--- src/rtl/timer_countdown_pkg.sv ---
`default_nettype none
// ============================================================================
//  Module      : timer_countdown_pkg
//  Description : Shared constants and digit type for the BCD countdown timer.
//  Revision    : 1.0  initial release
// ============================================================================
package timer_countdown_pkg;

    // Largest value a single BCD digit may hold.
    localparam int BCD_MAX = 9;

    // Default largest tens-of-seconds digit (seconds run 00..59).
    localparam int SEC_TENS_MAX_DEF = 5;

    // Default largest minutes digit.
    localparam int MIN_MAX_DEF = 9;

    // One BCD digit.
    typedef logic [3:0] digit_t;

endpackage : timer_countdown_pkg
`default_nettype wire

--- src/rtl/timer_countdown_if.sv ---
`default_nettype none
// ============================================================================
//  Module      : timer_countdown_if
//  Description : Keypad/tick inputs and display/status outputs of the
//                countdown timer. The master drives keypad and tick, the
//                slave (the timer) drives the digits and status.
//  Revision    : 1.0  initial release
// ============================================================================
interface timer_countdown_if;
    import timer_countdown_pkg::*;

    digit_t bcd;        // keypad digit, valid while loadn is low
    logic   loadn;      // active-low key-present level
    logic   pgt_1Hz;    // 1 Hz tick level
    logic   count_en;   // 1 = cooking, 0 = idle
    digit_t min_ones;
    digit_t sec_tens;
    digit_t sec_ones;
    logic   zero;
    logic   done;

    modport master (
        output bcd, loadn, pgt_1Hz, count_en,
        input  min_ones, sec_tens, sec_ones, zero, done
    );

    modport slave (
        input  bcd, loadn, pgt_1Hz, count_en,
        output min_ones, sec_tens, sec_ones, zero, done
    );

endinterface : timer_countdown_if
`default_nettype wire

--- src/rtl/timer_countdown_bcd_down_digit.sv ---
`default_nettype none
// ============================================================================
//  Module      : bcd_down_digit
//  Description : Combinational single-digit BCD decrement with borrow out.
//                A zero digit asked to decrement reloads wrap_val and
//                requests a borrow from the next more significant digit.
//  Revision    : 1.0  initial release
// ============================================================================
module bcd_down_digit
    import timer_countdown_pkg::*;
(
    input  digit_t cur,
    input  logic   dec,
    input  digit_t wrap_val,
    output digit_t next,
    output logic   borrow
);

    // Decrement one digit, wrapping and borrowing when it is already zero
    always_comb begin
        next   = cur;
        borrow = 1'b0;
        if (dec) begin
            if (cur == 4'd0) begin
                next   = wrap_val;
                borrow = 1'b1;
            end else begin
                next   = cur - 4'd1;
            end
        end
    end

endmodule : bcd_down_digit
`default_nettype wire

--- src/rtl/timer_countdown.sv ---
`default_nettype none
// ============================================================================
//  Module      : timer_countdown
//  Description : BCD M:SS countdown register. Keypad digits shift in from
//                the right while idle; the count drops by one second on each
//                1 Hz tick while cooking and stops at 0:00 with a done pulse.
//  Revision    : 1.0  initial release
// ============================================================================
module timer_countdown
    import timer_countdown_pkg::*;
#(
    parameter int SEC_TENS_MAX = SEC_TENS_MAX_DEF,
    parameter int MIN_MAX      = MIN_MAX_DEF
) (
    input  wire logic         clk_100Hz,
    input  wire logic         clear,
    timer_countdown_if.slave  bus
);

    localparam digit_t C_BCD_MAX      = digit_t'(BCD_MAX);
    localparam digit_t C_SEC_TENS_MAX = digit_t'(SEC_TENS_MAX);
    localparam digit_t C_MIN_MAX      = digit_t'(MIN_MAX);

    digit_t min_ones_q, min_ones_d;
    digit_t sec_tens_q, sec_tens_d;
    digit_t sec_ones_q, sec_ones_d;
    logic   done_q,     done_d;
    logic   loadn_q,    loadn_d;
    logic   pgt_q,      pgt_d;

    logic   w_key_event;
    logic   w_tick_event;
    logic   w_zero;
    logic   w_entry;
    logic   w_dec;
    logic   w_apply_dec;

    digit_t w_ones_next, w_tens_next, w_min_next;
    logic   w_ones_borrow, w_tens_borrow, w_min_borrow;

    assign w_key_event  = loadn_q & ~bus.loadn;
    assign w_tick_event = ~pgt_q & bus.pgt_1Hz;
    assign w_zero       = (min_ones_q == 4'd0) && (sec_tens_q == 4'd0) &&
                          (sec_ones_q == 4'd0);

    // The shift is refused if the digits moving left would become illegal
    // in their new positions.
    assign w_entry = w_key_event && !bus.count_en && (bus.bcd <= C_BCD_MAX) &&
                     (sec_ones_q <= C_SEC_TENS_MAX) && (sec_tens_q <= C_MIN_MAX);

    assign w_dec   = w_tick_event && bus.count_en && !w_zero;

    // Ripple-borrow chain: ones -> tens -> minutes
    bcd_down_digit u_sec_ones (
        .cur      (sec_ones_q),
        .dec      (w_dec),
        .wrap_val (C_BCD_MAX),
        .next     (w_ones_next),
        .borrow   (w_ones_borrow)
    );

    bcd_down_digit u_sec_tens (
        .cur      (sec_tens_q),
        .dec      (w_ones_borrow),
        .wrap_val (C_SEC_TENS_MAX),
        .next     (w_tens_next),
        .borrow   (w_tens_borrow)
    );

    bcd_down_digit u_min_ones (
        .cur      (min_ones_q),
        .dec      (w_tens_borrow),
        .wrap_val (C_BCD_MAX),
        .next     (w_min_next),
        .borrow   (w_min_borrow)
    );

    // A borrow out of the minutes digit would be an underflow past 0:00;
    // zero gating already prevents it, this keeps the count safe regardless.
    assign w_apply_dec = w_dec & ~w_min_borrow;

    // Next-state selection: entry shift, else decrement, else hold
    always_comb begin
        min_ones_d = min_ones_q;
        sec_tens_d = sec_tens_q;
        sec_ones_d = sec_ones_q;
        done_d     = 1'b0;
        loadn_d    = bus.loadn;
        pgt_d      = bus.pgt_1Hz;
        if (w_entry) begin
            min_ones_d = sec_tens_q;
            sec_tens_d = sec_ones_q;
            sec_ones_d = bus.bcd;
        end else if (w_apply_dec) begin
            min_ones_d = w_min_next;
            sec_tens_d = w_tens_next;
            sec_ones_d = w_ones_next;
            done_d     = (w_min_next == 4'd0) && (w_tens_next == 4'd0) &&
                         (w_ones_next == 4'd0);
        end
    end

    // State and edge-detect registers with synchronous clear
    always_ff @(posedge clk_100Hz) begin
        if (clear) begin
            min_ones_q <= 4'd0;
            sec_tens_q <= 4'd0;
            sec_ones_q <= 4'd0;
            done_q     <= 1'b0;
            loadn_q    <= 1'b1;
            pgt_q      <= 1'b0;
        end else begin
            min_ones_q <= min_ones_d;
            sec_tens_q <= sec_tens_d;
            sec_ones_q <= sec_ones_d;
            done_q     <= done_d;
            loadn_q    <= loadn_d;
            pgt_q      <= pgt_d;
        end
    end

    assign bus.min_ones = min_ones_q;
    assign bus.sec_tens = sec_tens_q;
    assign bus.sec_ones = sec_ones_q;
    assign bus.zero     = w_zero;
    assign bus.done     = done_q;

endmodule : timer_countdown
`default_nettype wire

--- src/flat_wrapper.sv ---
// flat-port wrapper written by rule: the top's interface ports become plain ports
module timer_countdown_flat import timer_countdown_pkg::*;
#(
    parameter int SEC_TENS_MAX = SEC_TENS_MAX_DEF,
    parameter int MIN_MAX      = MIN_MAX_DEF
)
  (clk_100Hz, clear, bus_bcd, bus_loadn, bus_pgt_1Hz, bus_count_en, bus_min_ones, bus_sec_tens, bus_sec_ones, bus_zero, bus_done);
  timer_countdown_if bus_i ();
  input  wire logic clk_100Hz;
  input  wire logic clear;
  input wire logic [$bits(bus_i.bcd)-1:0] bus_bcd;
  input wire logic [$bits(bus_i.loadn)-1:0] bus_loadn;
  input wire logic [$bits(bus_i.pgt_1Hz)-1:0] bus_pgt_1Hz;
  input wire logic [$bits(bus_i.count_en)-1:0] bus_count_en;
  output wire logic [$bits(bus_i.min_ones)-1:0] bus_min_ones;
  output wire logic [$bits(bus_i.sec_tens)-1:0] bus_sec_tens;
  output wire logic [$bits(bus_i.sec_ones)-1:0] bus_sec_ones;
  output wire logic [$bits(bus_i.zero)-1:0] bus_zero;
  output wire logic [$bits(bus_i.done)-1:0] bus_done;
  assign bus_i.bcd = bus_bcd;
  assign bus_i.loadn = bus_loadn;
  assign bus_i.pgt_1Hz = bus_pgt_1Hz;
  assign bus_i.count_en = bus_count_en;
  assign bus_min_ones = bus_i.min_ones;
  assign bus_sec_tens = bus_i.sec_tens;
  assign bus_sec_ones = bus_i.sec_ones;
  assign bus_zero = bus_i.zero;
  assign bus_done = bus_i.done;
  timer_countdown #(.SEC_TENS_MAX(SEC_TENS_MAX), .MIN_MAX(MIN_MAX)) u_core (.clk_100Hz(clk_100Hz), .clear(clear), .bus(bus_i));
endmodule
--- config.mk ---
export PLATFORM = sky130hd
export DESIGN_NAME = timer_countdown_flat
export DESIGN_NICKNAME = d
export VERILOG_FILES = /design/src/rtl/timer_countdown_pkg.sv /design/src/rtl/timer_countdown_if.sv /design/src/rtl/timer_countdown_bcd_down_digit.sv /design/src/rtl/timer_countdown.sv /design/src/flat_wrapper.sv
export SDC_FILE = /design/constraint.sdc
export NUM_CORES = 1
export LEC_CHECK = 0
export CORE_ASPECT_RATIO = 0.7
export CORE_MARGIN = 10
export CORE_UTILIZATION = 30
export CTS_BUF_LIST = sky130_fd_sc_hd__clkbuf_4 sky130_fd_sc_hd__clkbuf_8
export CTS_CLUSTER_DIAMETER = 150
export DETAILED_ROUTE_END_ITERATION = 12
export SYNTH_ARGS = -nofsm -noshare
export SYNTH_HDL_FRONTEND = slang
export SYNTH_SLANG_ARGS = --single-unit
--- constraint.sdc ---
create_clock -name clk_100Hz -period 2.2 [get_ports clk_100Hz]
set_clock_uncertainty 0.05 [all_clocks]
set_input_delay 0.44 -clock clk_100Hz [delete_from_list [all_inputs] [get_ports clk_100Hz]]
set_output_delay 0.44 -clock clk_100Hz [all_outputs]
set_load 0.005 [all_outputs]
==> notes.md, run 1 <==
Reports from this run.

- The flow ran to the end, and the final reports show no timing, DRC or antenna violations.
- The power density over cell area is 483 nW/um^2.
- The proportion of power drawn by combinational gates reads 0.273.
- The critical path crosses 5 cells after its start point.
- The floorplan die area reads 5980 sq um.
- The via count of the first global-routing pass is 1139.
- The buffering overhead is 0.299.
- The highest cell delay on the worst timing path reads 0.54 ns.
- The last element of the critical path reads u_core.bus.done.
- The library cell used most frequently in the layout, excluding fill and tap cells, is sky130_fd_sc_hd__buf_4.
- The total setup violations reported at the end of the flow reads 0.
- The worst pin sits at a relative slew slack of 0.763.
- Looking at the post-CTS report, the setup buffer insertion count equals 1.
- The mean post-synth cell area reads 8.14 sq um.
- The global-route wire length before repair reads 5420 um.
- The wire length on met2 reads 1500 um.
- The detailed-routing iteration count for the pre-antenna-repair pass is 4.
- For this run, design rule violations remaining after detail routing come to 0.
- Looking at the gate-level netlist, the highest instance count belongs to sky130_fd_sc_hd__dfxtp_1.
- The number of antenna violations at the first check in global routing reads 0.
- The number of instances in the placed design is 202.
- The number of fill cells in the layout is 306.
- After the last flow step, the layout net total stands at 181.
- The proportion of total power due to net switching is 0.294.
- The category of the worst setup path launch point reads an input port.
- The met3 routed wirelength reads 261 um.
- The worst setup slack for register-to-register paths is 0.1 ns.
- The worst setup slack after placement is -0.143 ns.
- The critical path data arrival time is 2.22 ns.
- The number of primary I/O pins is 23.
- The category of the worst setup path capture point is a register.
- The tool flagged a number of max-cap violations equal to 0.
- The master of the slowest instance on the critical path is sky130_fd_sc_hd__or4b_1.
- The synthesized netlist cell count is 120.
- The total detailed-routing wirelength is 3330 um.
- The clock network area share is 0.0311.
- The layout buffer count excluding clock buffers reads 52.
- The cell class with the largest area share reads combinational gates.
- Power comes to 0.718 mW.
- The startpoint of the worst register-to-register path reads u_core.bus.sec_ones[0].
- The routed wirelength on the met1 layer is recorded as 1560 um.
- Per the detailed placement report, the placed cell area equals 1400 sq um.
- The transition time of the tightest slew-check pin reads 0.352 ns.
- The async set or reset register ratio after synthesis reads 0.
- The post-cts hold buffer count reads 0.
- By area the synthesized netlist is led by sky130_fd_sc_hd__dfxtp_1 31%, sky130_fd_sc_hd__a21oi_1 5.6%, sky130_fd_sc_hd__nor2_1 5.4%, sky130_fd_sc_hd__a221oi_1 4.5%, sky130_fd_sc_hd__nand2_1 4.2%.
- sky130_fd_sc_hd__dfxtp_1 takes more of the synthesized area than any other cell.
- The power group with the highest consumption reads sequential cells.
- The critical path endpoint has a required time of 2.31 ns.
- The count of non-filler cells in the finished layout reads 207.
- The clock-pin transition on the worst setup and hold timing paths is 0.07 ns.
- Per the CTS log, the maximum H-tree level is 1.
- The number of cell instances after yosys synthesis reads 120.
- The synthesized netlist net count reads 131.
- The number of pins exceeding their max-slew limit in the final report reads 0.
- The chip area line of the yosys report is 977 sq um.
- The leakage power figure is 0.573 nW.
- The number of clock sinks reads 15.
- The DRC violation total after the first TritonRoute iteration is 152.
- The critical path class reads input port to register.
- The number of logic gates is 92.
- The footprint of the multi-input gates reads 626 sq um.
- The analysis attributes to net switching a power of 0.211 mW.
- The count of nets left with antenna violations after detail routing reads 0.
- The synthesis-to-layout area growth reads 52.1%.
- The endpoint of the worst-slack reg-to-reg timing path reads u_core.bus.done.
- In the synthesized netlist, the cells that appear most often are 15 x sky130_fd_sc_hd__dfxtp_1, 14 x sky130_fd_sc_hd__nor2_1, 11 x sky130_fd_sc_hd__a21oi_1, 11 x sky130_fd_sc_hd__nand2_1, 7 x sky130_fd_sc_hd__o21ai_0.
- The ratio of final minimum period to clock period is 0.956.
- The depth of the worst register-to-register path is 6.
- The cell depth of the worst hold path is 2.
- After clock tree synthesis, the repair step resized 6 gates.
- The tally of buffers added on design ports reads 22.
- The startpoint of the most critical hold path reads u_core.bus.min_ones[3].
- The fraction of final layout cells sized beyond drive strength 1 reads 0.272.
- Summed over all sequential cells, the power is 0.286 mW.
- After synthesis the netlist holds a flip-flop and latch count of 15.
- The overall track demand over capacity in global routing reads 0.114.
- In this run the worst hold path is classified as register to register.
- The highest fanout seen on the critical path is 7.
- The highest metal layer with signal wires is met4.
- Synthesis instantiated 39 different standard cells from the library.
- The half-perimeter wire length after detailed placement reads 2560 um.
- Entering global routing, the biggest net connects 15 pins.
- The most frequently used flop master after synthesis is sky130_fd_sc_hd__dfxtp_1.
- The number of tap cells added at floorplan reads 38.
- The post-synthesis instance area is 977 sq um.
- The final weighted congestion in routability-driven placement is 0.967.
- Per STA, the worst path is made up of clkdlybuf4s50_1 > o21ai_0 > and4_1 > or4b_1 > nor4bb_1.
- The cell internal power dissipation is 0.507 mW.
- The share of synthesized area in the top cell type comes to 0.307.
- Per the layout area report, the register area comes to 300 sq um.
- The number of enable-type register cells in the synthesized netlist is 0.
- Hold-check failures listed in the final report amount to 0.
- Ranking logic cells in the layout by count gives the top entries 30 x sky130_fd_sc_hd__buf_4, 21 x sky130_fd_sc_hd__clkdlybuf4s50_1, 15 x sky130_fd_sc_hd__dfxtp_1, 13 x sky130_fd_sc_hd__nor2_1, 11 x sky130_fd_sc_hd__a21oi_1.
- The count of flip-flops and latches is 15.
- The clock period could shrink to 2.10 ns.
- The tightest hold path in the finished design has a slack of 0.529 ns.
- The post-route setup TNS reads 0 ns.
- The logs give a warning total of 28.
- The number of vias after detailed routing reads 1116.
- The maximum operating frequency is 475 MHz.
- In this run the clock root is driven by a sky130_fd_sc_hd__clkbuf_8.
- The share of the Yosys chip area taken by registers is 0.307.
- The number of warning messages in the yosys log reads 0.
- The TritonCTS clock tree reads done.
[run 1: sequential cells by signal, indices dropped and copies added, names as in the netlist]
register             count
u_core.bus.sec_tens      4
u_core.pgt_q             1
u_core.bus.min_ones      4
u_core.loadn_q           1
u_core.bus.done          1
u_core.bus.sec_ones      4
[run 1: layer usage]
layer / vias up / global-route usage
met1: 531 / 0.143
met2: 37 / 0.187
met5: - / 0
li1: 546 / -
met4: 0 / 0.0161
met3: 2 / 0.0433
[run 1: cell families after synthesis]
kind of cell | Yosys count | synth area share
AND-OR/OR-AND | 33 | 0.216
adder cells (fa/ha/maj) | 2 | 0.0256
buffers and inverters | 13 | 0.0832
flip-flops | 15 | 0.307
multiplexers | 3 | 0.0358
AND/OR/NAND/NOR | 54 | 0.332
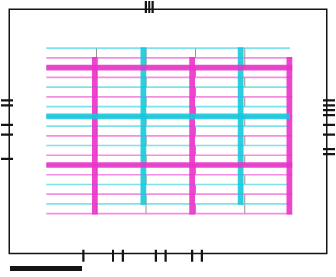
Run 1: PDN straps and rails
Scale bar: 20 um. Pins as bars on the die edge. Tap cells in gray.
- magenta: VSS
- cyan: VDD
- tap cells: 38
- rows: 17
- met1 rails: 18
- signal pins: 23
- met5 straps: 3
core outline area: 3150 sq um
highest ir drop seen on vdd: 250 uV
Die X: 88.2 um

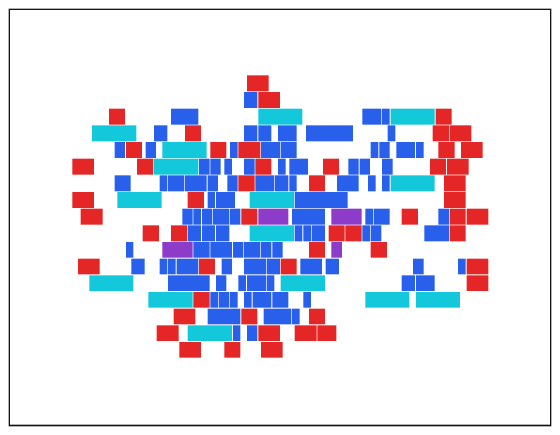
Run 1: placement by cell class
- purple: clock drivers and dummy loads (cells 4)
- blue: combinational and other logic (cells 98)
- red: remaining buffers and delay cells (cells 52)
- cyan: sequential cells (cells 15)
Core Rows: 17
sequential share of cell area: 0.202
Layout Cell Area excl Fill: 1490 sq um

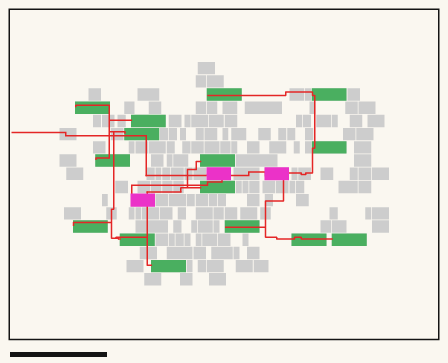
Run 1: clock network drawn from the DEF
Scale bar: 20 um.
- red: clock wires (length 277 um)
- magenta: clock drivers (count 3)
- green: flip-flops (count 15)
- routed clock nets: 4
total clock network power: 0.236 mW
portion of total power attributed to the clock network: 0.329

--- run 2 (diff from run 1) ---
SYNTH_HIERARCHICAL = 1   (was default)
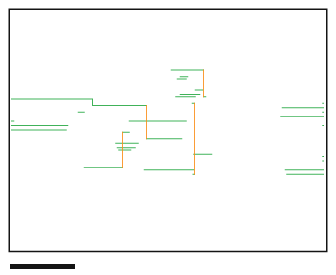
Run 2: wiring by layer
Scale bar: 20 um. Two of the layers only.
- green: metal 3 (wire length 240 um)
- orange: metal 4 (wire length 51.0 um)
Routed wire per std cell: 15.0 um
via count: 1390
Total GRT Usage: 0.114

==> notes.md, run 2 <==
Reports from this run.

- The flow ran to the end, but the final reports show violations.
- The final reports fail on setup timing.
- The placed instances occupy a cell area of 1900 sq um.
- The synthesis-to-layout area growth is 64.2%.
- The fraction of area in multi-input gates is 0.494.
- STA classifies the critical path startpoint as a register.
- The core utilization before placement reads 0.315.
- The number of distinct library cells after synthesis reads 36.
- For this run, the number of standard cells in the final layout without fillers is 271.
- The met3 usage in global routing reads 0.0431.
- The transition time of the tightest slew-check pin reads 0.614 ns.
- The relative contribution of sequential cells to total power reads 0.278.
- The number of antenna violations at the first check in global routing was 0.
- Per the hold report, the tightest min-delay path originates at bus_pgt_1Hz.
- The number of remaining DRC errors is 0.
- For this run, the script counts the antenna cells in the layout as 0.
- The worst-case vdd ir drop reads 255 uV.
- The number of enable-type register cells in the synthesized netlist is 0.
- The critical path class is register to register.
- The wire length recorded after detailed routing is 4080 um.
- The number of pins exceeding their max-slew limit in the final report reads 0.
- The count of flip-flops and latches reads 15.
- The master of the slowest instance on the critical path is sky130_fd_sc_hd__dfxtp_4.
- Counting both buffers and inverters, the worst setup path holds a total of 1.
- The part of the total power dissipated in the clock network is 0.218.
- The count of cells resized by post-cts repair is 8.
- The layout buffer count excluding clock buffers reads 67.
- The met1 track demand over resource in global routing reads 0.136.
- In the hold report, the worst path ends at u_core/pgt_q.
- In the final layout, excluding clock inverters the inverter count is 6.
- The post-route report lists met1 wire length as 1950 um.
- The footprint of the multi-input gates is 1010 sq um.
- The post-CTS setup buffer count is 5.
- The number of register bits inferred by synthesis reads 15.
- In the hold timing report, the worst path depth is 3.
- The total global routing overflow is 0.
- Per the OpenROAD power report, leakage power amounts to 0.830 nW.
- The cell internal power dissipation is 0.731 mW.
- The most frequent cell on the critical path is sky130_fd_sc_hd__and2_4.
- Of the post-synthesis cell area, the dominant cell type holds 0.242.
- The number of logic gates is 127.
- The critical path data arrival time is 2.51 ns.
- The clock latency of the later-clocked register in the worst-skew pair is 0.26 ns.
- Synthesis produced a netlist whose cell count is 146.
- The highest metal layer with signal wires is met4.
- The depth of the worst register-to-register path is 11.
- The DRC violation total after the first TritonRoute iteration reads 96.
- The mean post-synth cell area is 8.51 sq um.
- The worst setup slack after placement reads -0.483 ns.
- Among all flip-flop cells after synthesis, the most frequent one is sky130_fd_sc_hd__dfxtp_1.
- The number of primary I/O pins reads 23.
- Looking at the reg2reg group, the worst path starts from u_core/bus.sec_tens[3].
- The routed design uses 239 um of met3 wire.
- The required time of the worst setup path is 2.26 ns.
- The buffer type at the clock tree root reads sky130_fd_sc_hd__clkbuf_8.
- STA lists the endpoint of the worst register-to-register path as u_core/bus.sec_tens[1].
- Hold timing on the final database bottoms out at a slack of 0.628 ns.
- The number of warning messages in the yosys log is 6.
- The buffering overhead is 0.286.
- The area taken by sequential standard cells is reported as 313 sq um.
- The maximum operating frequency is 409 MHz.
- The synthesis report gives the async set-or-reset register share as 0.
- Measured along the x axis, the die boundary spans 96.9 um.
- Post-route period utilization is reported as 1.11.
- The layout has 357 filler cells.
- The first global-routing pass estimated 6790 um of wire.
- The count of nets left with antenna violations after detail routing reads 0.
- In the post-route analysis, the smallest setup slack over all paths is -0.246 ns.
- The switching portion of total power comes to 0.342.
- The vertical die size is 73.8 um.
- The half-perimeter wire length after detailed placement is 3190 um.
- The most frequently used cell type in the post-synthesis netlist is sky130_fd_sc_hd__nor3_1.
- Yosys reports a chip area of 1240 sq um.
- The max-capacitance violation count is 0.
- In this run, placement finished with an instance count of 261.
- The cell type that accounts for the most area after synthesis is sky130_fd_sc_hd__dfxtp_1.
- The remaining max-slew budget at the tightest pin reads 0.589.
- The number of rows created at floorplan reads 19.
- The number of cell instances after yosys synthesis is 146.
- The number of nets in the finished design reads 232.
- The TritonCTS clock tree is done.
- Port buffering added 22 buffers.
- The source of the critical timing path is u_core/bus.sec_tens[3].
- The number of clock buffers added by TritonCTS is 3.
- For reference, the critical path cell chain is nor4_4 > and3_4 > nor4bb_4 > and2_4 > and2_4 > and2_4 > nand4bb_4 > a31oi_4 > buf_12 > mux2i_1 > a211oi_1.
- The post-cts hold buffer count reads 0.
- The met2 global-route usage is 0.191.
- The category of the worst setup path capture point is a register.
- According to the tapcell log, the count of inserted taps is 52.
- The total power draw is 1.11 mW.
- The routed design uses 1830 um of met2 wire.
- The final weighted congestion in routability-driven placement is 0.858.
- After synthesis, the most frequently instantiated cells are 16 x sky130_fd_sc_hd__nor3_1, 15 x sky130_fd_sc_hd__dfxtp_1, 14 x sky130_fd_sc_hd__nor2_1, 9 x sky130_fd_sc_hd__mux2i_1, 7 x sky130_fd_sc_hd__nand2_1.
- The highest fanout seen on the critical path reads 12.
- The synthesis report lists the most area-consuming cells as sky130_fd_sc_hd__dfxtp_1 24%, sky130_fd_sc_hd__mux2i_1 7.3%, sky130_fd_sc_hd__a221oi_2 7.3%, sky130_fd_sc_hd__nor3_1 6.4%, sky130_fd_sc_hd__nor3b_4 4.5%.
- After routing, the total negative slack on setup checks comes to -2.51 ns.
- The register area share after synthesis reads 0.242.
- The average via count per standard cell is 5.13.
- The worst setup slack for register-to-register paths reads -0.25 ns.
- met2 is the most crowded layer.
- The H-tree depth reported by CTS is 1.
- The top cell type in the final layout, fill and taps aside, is sky130_fd_sc_hd__buf_4.
- The first TritonRoute pass finished after 6 iterations.
- In the layout the commonest cells are 43 x sky130_fd_sc_hd__buf_4, 20 x sky130_fd_sc_hd__clkdlybuf4s50_1, 16 x sky130_fd_sc_hd__nor3_1, 14 x sky130_fd_sc_hd__nor2_1, 12 x sky130_fd_sc_hd__conb_1.
- The post-synthesis instance area is 1240 sq um.
- The type of the worst min-delay path is input port to register.
- The script extracted a net switching power of 0.381 mW.
- The number of endpoints with negative hold slack in the final report is 0.
- The number of clock sinks is 15.
- The clock-pin transition on the worst setup and hold timing paths reads 0.07 ns.
- The clock network area share reads 0.0239.
- The minimum period implied by the final worst setup slack is 2.45 ns.
- The via count of the first global-routing pass is 1424.
- In this run the worst setup path terminates at u_core/bus.sec_tens[1].
- The floorplan die area reads 7160 sq um.
- Of the cells placed in the final design, the portion with a size suffix greater than 1 is 0.388.
- Among cell families on the critical path, the largest total delay comes from simple AND/OR/NAND/NOR gates.
- The power density over cell area is 545 nW/um^2.
- Walking the critical path from launch to capture passes 11 cell instances.
- Among all stages on the critical path, the maximum delay recorded is 0.35 ns.
- The cell class with the largest area share is combinational gates.
- The largest net degree at the start of global routing reads 16.
- The total setup violations reported at the end of the flow is 13.
- The number of logged tool warnings reads 29.
- Counting along the longest clock path gives a buffer depth of 2.
- The power report attributes to the combinational group a share of 0.504.
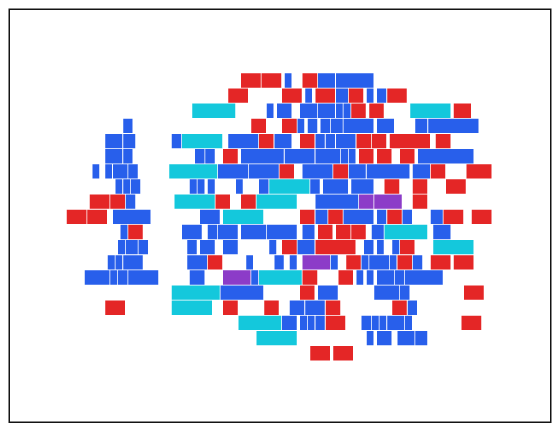
Run 2: placement by cell class
- cyan: sequential cells (cells 15)
- red: remaining buffers and delay cells (cells 67)
- blue: combinational and other logic (cells 133)
- purple: clock drivers and dummy loads (cells 4)
sequential share of cell area: 0.153
core outline area: 3950 sq um
Core Util, Final: 0.517
Layout Cell Area excl Fill: 2040 sq um

-- run 2: power groups by stage --
stage / logic [mW] / registers, mW / clock network [mW]
after floorplan: 0.278 / 0.333 / 0
after global placement: 0.503 / 0.314 / 0
after detailed placement: 0.515 / 0.314 / 0
after CTS: 0.551 / 0.309 / 0.251
after global routing: 0.612 / 0.310 / 0.263
final: 0.560 / 0.309 / 0.243
-- run 2: logic make-up (layout without fill, tap and decap cells) --
logic type,count (synthesis),count (layout),synth area share
multiplexers,9,9,0.0725
buffers and inverters,14,77,0.0715
flip-flops,15,15,0.242
AND/OR/NAND/NOR,74,74,0.375
adder cells (fa/ha/maj),3,3,0.0302
other,2,12,0.00604
AND-OR/OR-AND,29,29,0.203
Power is estimated from default activity; no workload was simulated.
